File: src/rtl/pc_fetch_unit_if.sv
// Instruction-memory fetch bus between pc_fetch_unit (master) and the instruction memory (slave).
interface pc_fetch_unit_if;
  logic        imem_req;
  logic [31:0] imem_addr;
  logic        imem_ready;
  logic [31:0] imem_rdata;

  modport master (
    output imem_req,
    output imem_addr,
    input  imem_ready,
    input  imem_rdata
  );

  modport slave (
    input  imem_req,
    input  imem_addr,
    output imem_ready,
    output imem_rdata
  );
endinterface

File: src/rtl/pc_fetch_unit.sv
// Program counter and fetch sequencer: IDLE -> FETCH -> EXEC loop, with a terminal TRAP
// on a misaligned next-PC. All outputs except PCPlus4 and imem_addr are registered.
module pc_fetch_unit #(
  parameter logic [31:0] RESET_PC = 32'h0000_0000,
  parameter logic [31:0] NOP_INST = 32'h0000_0013
) (
  input  logic                   clk,
  input  logic                   rst,
  input  logic                   NextPCSrc,
  input  logic [31:0]            BranchTarget,
  input  logic                   IsJalr,
  input  logic                   Stall,
  pc_fetch_unit_if.master        imem,
  output logic [31:0]            Inst,
  output logic                   InstValid,
  output logic [31:0]            PC,
  output logic [31:0]            PCPlus4,
  output logic                   MisalignTrap,
  output logic [31:0]            RetireCount
);

  typedef enum logic [1:0] {
    IDLE,
    FETCH,
    EXEC,
    TRAP
  } state_t;

  state_t      state;
  logic [31:0] redirect;
  logic [31:0] nxt;
  logic        nxt_misaligned;

  assign PCPlus4        = PC + 32'd4;
  assign imem.imem_addr = PC;

  // JALR targets have bit 0 forced low before the alignment check.
  always_comb begin
    redirect       = IsJalr ? {BranchTarget[31:1], 1'b0} : BranchTarget;
    nxt            = NextPCSrc ? redirect : PCPlus4;
    nxt_misaligned = (nxt[1:0] != 2'b00);
  end

  always_ff @(posedge clk) begin
    if (rst) begin
      state         <= IDLE;
      PC            <= RESET_PC;
      Inst          <= NOP_INST;
      InstValid     <= 1'b0;
      imem.imem_req <= 1'b0;
      MisalignTrap  <= 1'b0;
      RetireCount   <= '0;
    end else begin
      case (state)
        IDLE: begin
          state         <= FETCH;
          imem.imem_req <= 1'b1;
        end

        FETCH: begin
          if (imem.imem_ready) begin
            state         <= EXEC;
            Inst          <= imem.imem_rdata;
            InstValid     <= 1'b1;
            imem.imem_req <= 1'b0;
          end
        end

        EXEC: begin
          if (!Stall) begin
            Inst      <= NOP_INST;
            InstValid <= 1'b0;
            if (nxt_misaligned) begin
              state         <= TRAP;
              MisalignTrap  <= 1'b1;
              imem.imem_req <= 1'b0;
            end else begin
              state         <= FETCH;
              PC            <= nxt;
              RetireCount   <= RetireCount + 32'd1;
              imem.imem_req <= 1'b1;
            end
          end
        end

        TRAP: begin
          Inst          <= NOP_INST;
          InstValid     <= 1'b0;
          imem.imem_req <= 1'b0;
          MisalignTrap  <= 1'b1;
        end

        default: begin
          state         <= IDLE;
          imem.imem_req <= 1'b0;
          InstValid     <= 1'b0;
        end
      endcase
    end
  end

endmodule

File: src/flat_wrapper.sv
// flat-port wrapper written by rule: the top's interface ports become plain ports
module pc_fetch_unit_flat 
#(
  parameter logic [31:0] RESET_PC = 32'h0000_0000,
  parameter logic [31:0] NOP_INST = 32'h0000_0013
)
  (clk, rst, NextPCSrc, BranchTarget, IsJalr, Stall, Inst, InstValid, PC, PCPlus4, MisalignTrap, RetireCount, imem_imem_req, imem_imem_addr, imem_imem_ready, imem_imem_rdata);
  pc_fetch_unit_if imem_i ();
  input  logic clk;
  input  logic rst;
  input  logic NextPCSrc;
  input  logic [31:0] BranchTarget;
  input  logic IsJalr;
  input  logic Stall;
  output logic [31:0] Inst;
  output logic InstValid;
  output logic [31:0] PC;
  output logic [31:0] PCPlus4;
  output logic MisalignTrap;
  output logic [31:0] RetireCount;
  output wire logic [$bits(imem_i.imem_req)-1:0] imem_imem_req;
  output wire logic [$bits(imem_i.imem_addr)-1:0] imem_imem_addr;
  input wire logic [$bits(imem_i.imem_ready)-1:0] imem_imem_ready;
  input wire logic [$bits(imem_i.imem_rdata)-1:0] imem_imem_rdata;
  assign imem_imem_req = imem_i.imem_req;
  assign imem_imem_addr = imem_i.imem_addr;
  assign imem_i.imem_ready = imem_imem_ready;
  assign imem_i.imem_rdata = imem_imem_rdata;
  pc_fetch_unit #(.RESET_PC(RESET_PC), .NOP_INST(NOP_INST)) u_core (.clk(clk), .rst(rst), .NextPCSrc(NextPCSrc), .BranchTarget(BranchTarget), .IsJalr(IsJalr), .Stall(Stall), .imem(imem_i), .Inst(Inst), .InstValid(InstValid), .PC(PC), .PCPlus4(PCPlus4), .MisalignTrap(MisalignTrap), .RetireCount(RetireCount));
endmodule
File: config.mk
export PLATFORM = sky130hd
export DESIGN_NAME = pc_fetch_unit_flat
export DESIGN_NICKNAME = d
export VERILOG_FILES = /design/src/rtl/pc_fetch_unit_if.sv /design/src/rtl/pc_fetch_unit.sv /design/src/flat_wrapper.sv
export SDC_FILE = /design/constraint.sdc
export NUM_CORES = 1
export LEC_CHECK = 0
export ABC_CLOCK_PERIOD_IN_PS = 4510
export CELL_PAD_IN_SITES_DETAIL_PLACEMENT = 0
export CELL_PAD_IN_SITES_GLOBAL_PLACEMENT = 1
export CORE_UTILIZATION = 33
export DETAILED_ROUTE_END_ITERATION = 7
export PLACE_DENSITY = 0.93
export SLEW_MARGIN = 20
export SYNTH_ARGS = -nofsm -noshare
export SYNTH_HDL_FRONTEND = slang
export SYNTH_SLANG_ARGS = --single-unit
File: constraint.sdc
create_clock -name clk -period 4.51 [get_ports clk]
set_input_delay 0.6765 -clock clk [delete_from_list [all_inputs] [get_ports clk]]
set_output_delay 0.6765 -clock clk [all_outputs]
set_load 0.05 [all_outputs]
congestion_map.png
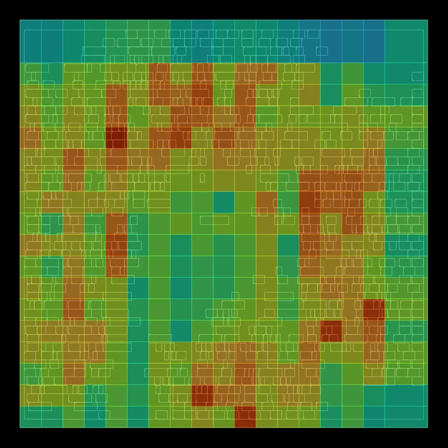
global-route track usage on met2: 33.4%
Top Usage Layer GRT: met2

ff_map.png
(2 px per um) Other sequential cells in the stronger gray, the rest of the logic in the fainter gray.
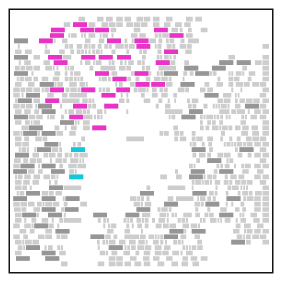
cyan -> u_core.state  # sequential cells 2
magenta -> u_core.RetireCount  # sequential cells 32
Sequential Power: 0.988 mW
Reg area: 2020 sq um

layers.png
(2 px per um)
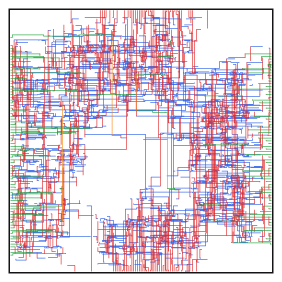
blue -> M1  # wire length 7,580 um
orange -> M4  # wire length 165 um
green -> M3  # wire length 1,390 um
red -> M2  # wire length 8,010 um
WL/cell: 16.0 um
Routed Wire Length: 17,100 um
Tot GR Track Use: 19.9%
via count: 5,468

## synth_stat cells, drive strengths merged (5+ instances only)
cell | n | area, sq um
nor2b | 11 | 68.8
a31oi | 9 | 56.3
nor2 | 90 | 343
dfxtp | 101 | 2020
xnor2 | 29 | 254
nand4 | 23 | 165
buf | 49 | 330
inv | 19 | 71.3
nor4 | 17 | 140
o21ai | 18 | 90.1
nand2 | 46 | 173
or4 | 5 | 37.5
nand3 | 34 | 170
a21oi | 27 | 135
or3 | 7 | 43.8
a22oi | 34 | 255
clkbuf | 30 | 114
nor3 | 10 | 50.1
mux2i | 8 | 80.1
o31ai | 8 | 65.1
xor2 | 19 | 166
nand2b | 6 | 37.5
and3 | 15 | 93.8
ha | 6 | 75.1
## area by class of cell
| type | count | area (sq um) |
|---|---|---|
| fill | 1532 | 8080 |
| clock buffer | 11 | 233 |
| sequential | 101 | 2020 |
| inverter | 19 | 71.3 |
| tap | 216 | 270 |
| clock inverter | 5 | 36.3 |
| multi-input combinational | 475 | 2960 |
| timing repair buffer | 241 | 2380 |
## final timing paths
check                           to              from  cells after the start
setup / recovery       PCPlus4[22]      u_core.PC[2]                      6
hold / removal    u_core.InstValid  u_core.InstValid                      2
setup reg to reg     u_core.PC[26]   u_core.state[0]                      7
hold reg to reg   u_core.InstValid  u_core.InstValid                      2
## stage by stage
stage	utilization [%]	area, sq um
2_1_floorplan	-	5500
3_3_place_gp	48.0	7710
3_5_place_dp	48.0	7710
4_1_cts	49.7	7980
5_1_grt	49.7	7980
6_report	49.7	7980
## routing by layer
layer | wire length (um) | up-vias | GRT usage [%]
met3 | 1390 | 11 | 6.03
met2 | 8010 | 187 | 33.4
li1 | - | 2721 | -
met5 | 0 | - | 0
met4 | 164 | 0 | 5.48
met1 | 7580 | 2549 | 24.5
## layout by cell type (no fill, tap or decap), types with 9 or more instances in the layout
cell / n
clkdlybuf4s50_1: 229
dfxtp_1: 101
nor2_1: 88
nand2_1: 46
nand3_1: 34
a22oi_1: 34
xnor2_1: 29
a21oi_1: 27
nand4_1: 21
xor2_1: 19
inv_1: 19
o21ai_0: 18
and3_1: 15
nor4_1: 13
nor2b_1: 11
buf_4: 11
nor3_1: 9
a31oi_1: 9
clkbuf_16: 9
## sequential cells by signal, summed over array words and instances, names as in the netlist
signal / cells
u_core.state: 2
u_core.imem.imem_req: 1
u_core.Inst: 32
u_core.PC: 32
u_core.RetireCount: 32
u_core.MisalignTrap: 1
u_core.InstValid: 1
## logic make-up (layout without fill, tap and decap cells)
kind of cell    after synthesis  count (layout)  share of synthesized area (%)
simple gates                277             277                           26.1
xor+xnor                     48              48                           7.65
buf+inv                      98             276                           9.38
compound gates              135             135                           17.0
fa+ha+maj                     6               6                           1.37
flops                       101             101                           36.8
mux                           9               9                           1.66
## power by group through the flow
stage                     Clock [mW]  Sequential [mW]  Combinational (mW)
after CTS                      0.755            0.988               0.652
after global routing           0.794            0.996               0.695
final                          0.737            0.988               0.648
after detailed placement           0             1.01               0.650
after global placement             0             1.01               0.648
after floorplan                    0             1.18               0.247
==> results.cfg <==
; physical design summary
[floorplanning]
die_y_um = 131
core_area_sq_um = 16100
die_w_um = 131
rows = 46
io-pin-count = 233

[clock_network]
h-tree-depth = 3
clock_latency_ns = 0.35
cts.repair.resized = 0
cts_buffer_depth = 2
hold_buffers = 0
cts_tree = built

[placement]
place_ws_ns = 0.911
dp_cells = 1052
routabilityCongestion = 0.835

[final_layout]
drive_gt1_share_pct = 4.81

[final_timing]
final_hold_viol_count = 0
drv_slew = 0
finalHoldWorstSlack_ns = 0.458
finalClockSkew_ns = 0.00643
fin_crit_sh_pct = 87.9

[route]
postRouteAntennaNets = 0

[logic_synthesis]
synth_seq_share_pct = 36.8
yosys_warnings = 0
edf_count = 0
synthCells = 674

[worst_setup_path]
cpPeakStageDelay_ns = 0.81
path_delay_family = simple AND/OR/NAND/NOR gates
cp_num_buf_inv = 1
path_max_fanout = 9
crit_path_top_delay_cell = clkdlybuf4s50_1
endpoint_kind = primary output

[global_route]
grt_pass1_wl_um = 26400
grt_max_degree = 86

[power]
power.share.sequential_pct = 41.6

[outcome]
outcome = complete, no violations
No activity file was given, so power comes from the tool's default toggle rates.
